==> run_1/final_placement.png <==
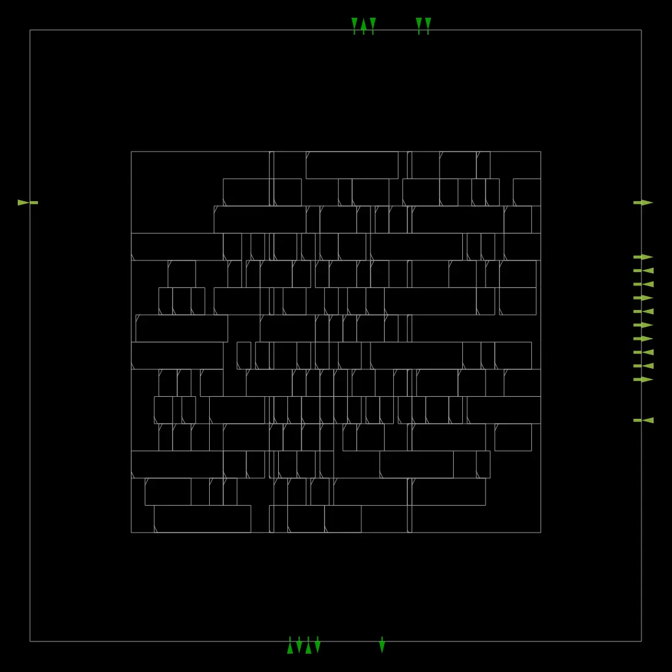
==> run_1/pdn.png <==
Bar = 20 µm. Pins as bars on the die edge. Tap cells in gray.
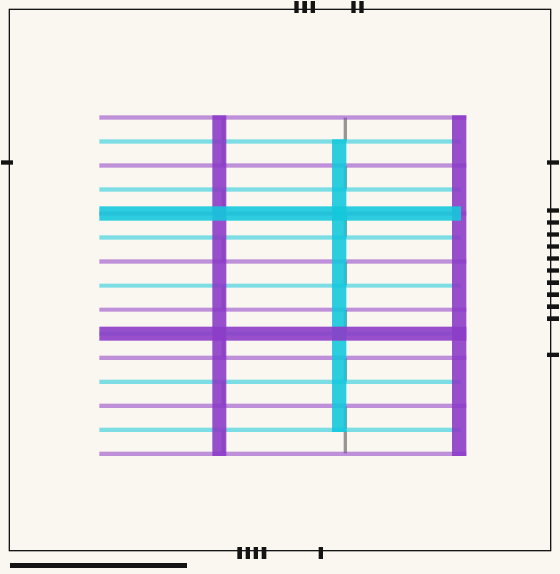
==> run_1/density.png <==
Bar = 20 µm. 6 x 6 tiles, from white (low) to dark blue (high), 0 to 100% covered.
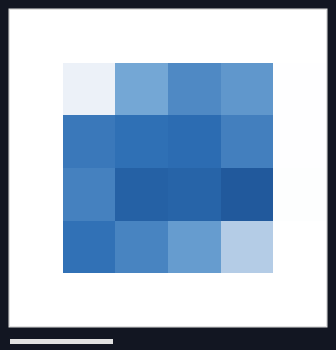
==> config.mk <==
export PLATFORM = sky130hd
export DESIGN_NAME = mux_path_arbiter
export DESIGN_NICKNAME = d
export VERILOG_FILES = /design/src/rtl/mux_arb_pkg.sv /design/src/rtl/mux_out_stage.sv /design/src/rtl/mux_path_arbiter.sv
export SDC_FILE = /design/constraint.sdc
export NUM_CORES = 1
export LEC_CHECK = 0
export ABC_AREA = 1
export CORE_MARGIN = 10
export CORE_UTILIZATION = 45
export CTS_CLUSTER_SIZE = 25
export DETAILED_ROUTE_END_ITERATION = 16
export MAX_ROUTING_LAYER = met4
export PLACE_DENSITY_LB_ADDON = 0.25
export SYNTH_ARGS = -nofsm -noshare
export SYNTH_HDL_FRONTEND = slang
export SYNTH_SLANG_ARGS = --single-unit
==> constraint.sdc <==
create_clock -name clk -period 1.75 [get_ports clk]
set_input_delay 0.2625 -clock clk [delete_from_list [all_inputs] [get_ports clk]]
set_output_delay 0.2625 -clock clk [all_outputs]
set_load 0.05 [all_outputs]
==> run_results.csv <==
group,metric,value,unit
status,outcome,"finished clean",
place,numPortBuffers,22,
logic_synthesis,ys_sh_adder,11.51,%
logic_synthesis,yosysTopAreaCell,"dfrtp_1",
place,gp_congestion,0.8532,
cells_and_area,drive_gt1_share,18.32,%
cells_and_area,stdcell_area,1066,µm²
worst_setup_path,critical-path-slowest-cell,"dfrtp_1",
cells_and_area,largest_reg_flops,4,
cts,cts_buffers,3,
global_route,grt_start_max_net_pins,12,
logic_synthesis,postSynth.asyncResetShare,100.0,%
timing,maxSlewHeadroom,65.11,%
worst_setup_path,cp_max_fo,6,
logic_synthesis,yosys.area.top_type_share,32.89,%
cells_and_area,layout.cells.most_common,"nand2_1",
global_route,antenna_found_initial,0,
cts,insertion_delay,260,ps
place,dpl_worst_slack,185.3,ps
logic_synthesis,top_cell,"nand2_1",
worst_setup_path,cp.required,1490,ps
detailed_routing,first_pass_iters,4,
timing,grt_setup_unrepaired,"false",
worst_setup_path,arrival,1400,ps
worst_setup_path,end_kind,"output port",
worst_setup_path,max_stage_delay,440,ps
logic_synthesis,synth_area_per_cell,7.245,µm²
cells_and_area,mi_logic_area,402.9,µm²
global_route,grt_pass1_wl,3111,µm
cts,numClockSinks,11,
timing,timing.hold.ws,340.6,ps
global_route,grt_overflow,0,
logic_synthesis,yosys_warnings,0,
pwr,peakVddDrop,889.5,µV
worst_setup_path,rrSetupSlack,210,ps
cells_and_area,seq_area,276.5,µm²
logic_synthesis,xor_share,0,%
cells_and_area,antennaDiodeCount,0,
flow_run,maxCapViolCount,0,
cts,cts_resized,0,
detailed_routing,wirelength,1904,µm
detailed_routing,vias,735,
detailed_routing,ant_nets,0,
cells_and_area,nets,152,
logic_synthesis,area_leaders,"dfrtp_1, nand2_1, ha_1",
flow_run,warnings,31,
timing,final_max_slew_viol_count,0,
cts,post_cts_buffers,0,
timing,period_used_share,94.83,%
global_route,grt_pass1_vias,694,
logic_synthesis,synth.distinct_cells,17,
logic_synthesis,numSynthFlops,11,
detailed_routing,viasPerCell,5.000,
logic_synthesis,ys_top_cells_by_count,"nand2_1, inv_1, o21ai_0, dfrtp_1, ha_1",
timing,setup_viol,0,
worst_setup_path,r2r_cells,9,
logic_synthesis,synthTopLogicFamily,"simple AND/OR/NAND/NOR gates",
cts,cts_hold_buf,0,
logic_synthesis,synthCells,105,
worst_setup_path,path_cells,"inv_1 -> ha_2 -> nand2_1 -> inv_1 -> buf_12",
logic_synthesis,postSynthSeqShare,36.35,%
worst_setup_path,critPathKind,"register to output port",
worst_setup_path,cp.depth,5,
logic_synthesis,syn-cell-area,760.7,µm²
place,dp_hpwl,1579,µm
pwr,power,0.001912,W
detailed_routing,post_drt_wl_per_cell,12.95,µm
floorplanning,io_pins,23,
detailed_routing,drt_iter0_drc,35,
worst_setup_path,crit_family,"flip-flops",
logic_synthesis,ys_area,760.7,µm²
timing,finalWorstSetupSlack,90.50,ps
timing,fin_tns_setup,0,ps
cts,clk_path_buf_depth,2,
cts,cts.clk_slew.worst_paths,70,ps
pwr,leakage,0.5745,nW
timing,hold_viol,0,
floorplanning,die_area,3735,µm²
cts,cts_tree,"yes",
logic_synthesis,aoi_share,11.18,%
worst_setup_path,cp-start-kind,"register",
cells_and_area,layout_top_cells,"nand2_1, inv_1, o21ai_0",
place,dpl.cell_count,143,
logic_synthesis,synthMuxAreaShare,0,%
logic_synthesis,flop_cell,"dfrtp_1",
worst_setup_path,cpMostUsedCell,"inv_1",
pwr,power_density,1794,nW/µm²
floorplanning,rows,14,
logic_synthesis,ys_cells,105,
logic_synthesis,syn-num-nets,125,
timing,finClkSkew,5.860,ps
detailed_routing,drc,0,
global_route,grt_usage,10.89,%
worst_hold_path,hold_path.class,"input pin to asynchronous set/reset pin",
cts,htreeDepth,1,
timing,tightest_slew,521.7,ps
logic_synthesis,edf_count,0,
cts,cts-root-buf,"clkbuf_4",
timing,fmax,0.6026,GHz
logic_synthesis,ys_sh_simple,29.61,%
place,placed_cell_area,1037,µm²
timing,min_period,1660,ps
cells_and_area,syn_to_final_growth,40.13,%
worst_setup_path,worst-path-buf-inv,3,
Back to the opening pictures, final_placement.png:
Core ar.: 1559 µm²
post-route non-filler standard cell count: 147
Seq area share: 25.94%
fill count: 129

Back to the opening pictures, pdn.png:
legend:
  cyan:
    net: VDD
  purple:
    net: VSS
tap cells: 16
met4 straps: 3
met5 straps: 2
signal pins: 23
Vert. Die Dim: 61.12 µm
die width: 61.12 µm

Back to the opening pictures, density.png:
mean over tiles: 28%
emptiest ninth of the die: upper left
nearly empty tiles: 56%
densest ninth of the die: center
Core Density at Floorplan: 48.80%
final core occ: 68.38%

[run 1: where the power goes]
part	switching [W]	internal, W	total (W)
combinational	0.000814	0.000494	0.00131
sequential	0.0000776	0.000361	0.000439
clock	0.0000778	0.0000880	0.000166
[run 1: final cells by class]
class                      instances  area share (%)
inverter                          18           6.338
timing repair buffer              24           25.59
tap                               16           1.878
clock buffer                       4           2.465
multi-input combinational         74           37.79
sequential                        11           25.94
[run 1: per-layer routing]
layer | track usage (%) | vias up | share of wire [%]
met1 | 13.25 | 328 | 43
li1 | - | 380 | -
met2 | 17.31 | 27 | 47
met4 | 0.9772 | 0 | 0
met3 | 4.115 | 0 | 9.0
met5 | - | - | 0
Power figures rest on the tool's default switching activity, not on a simulated workload.
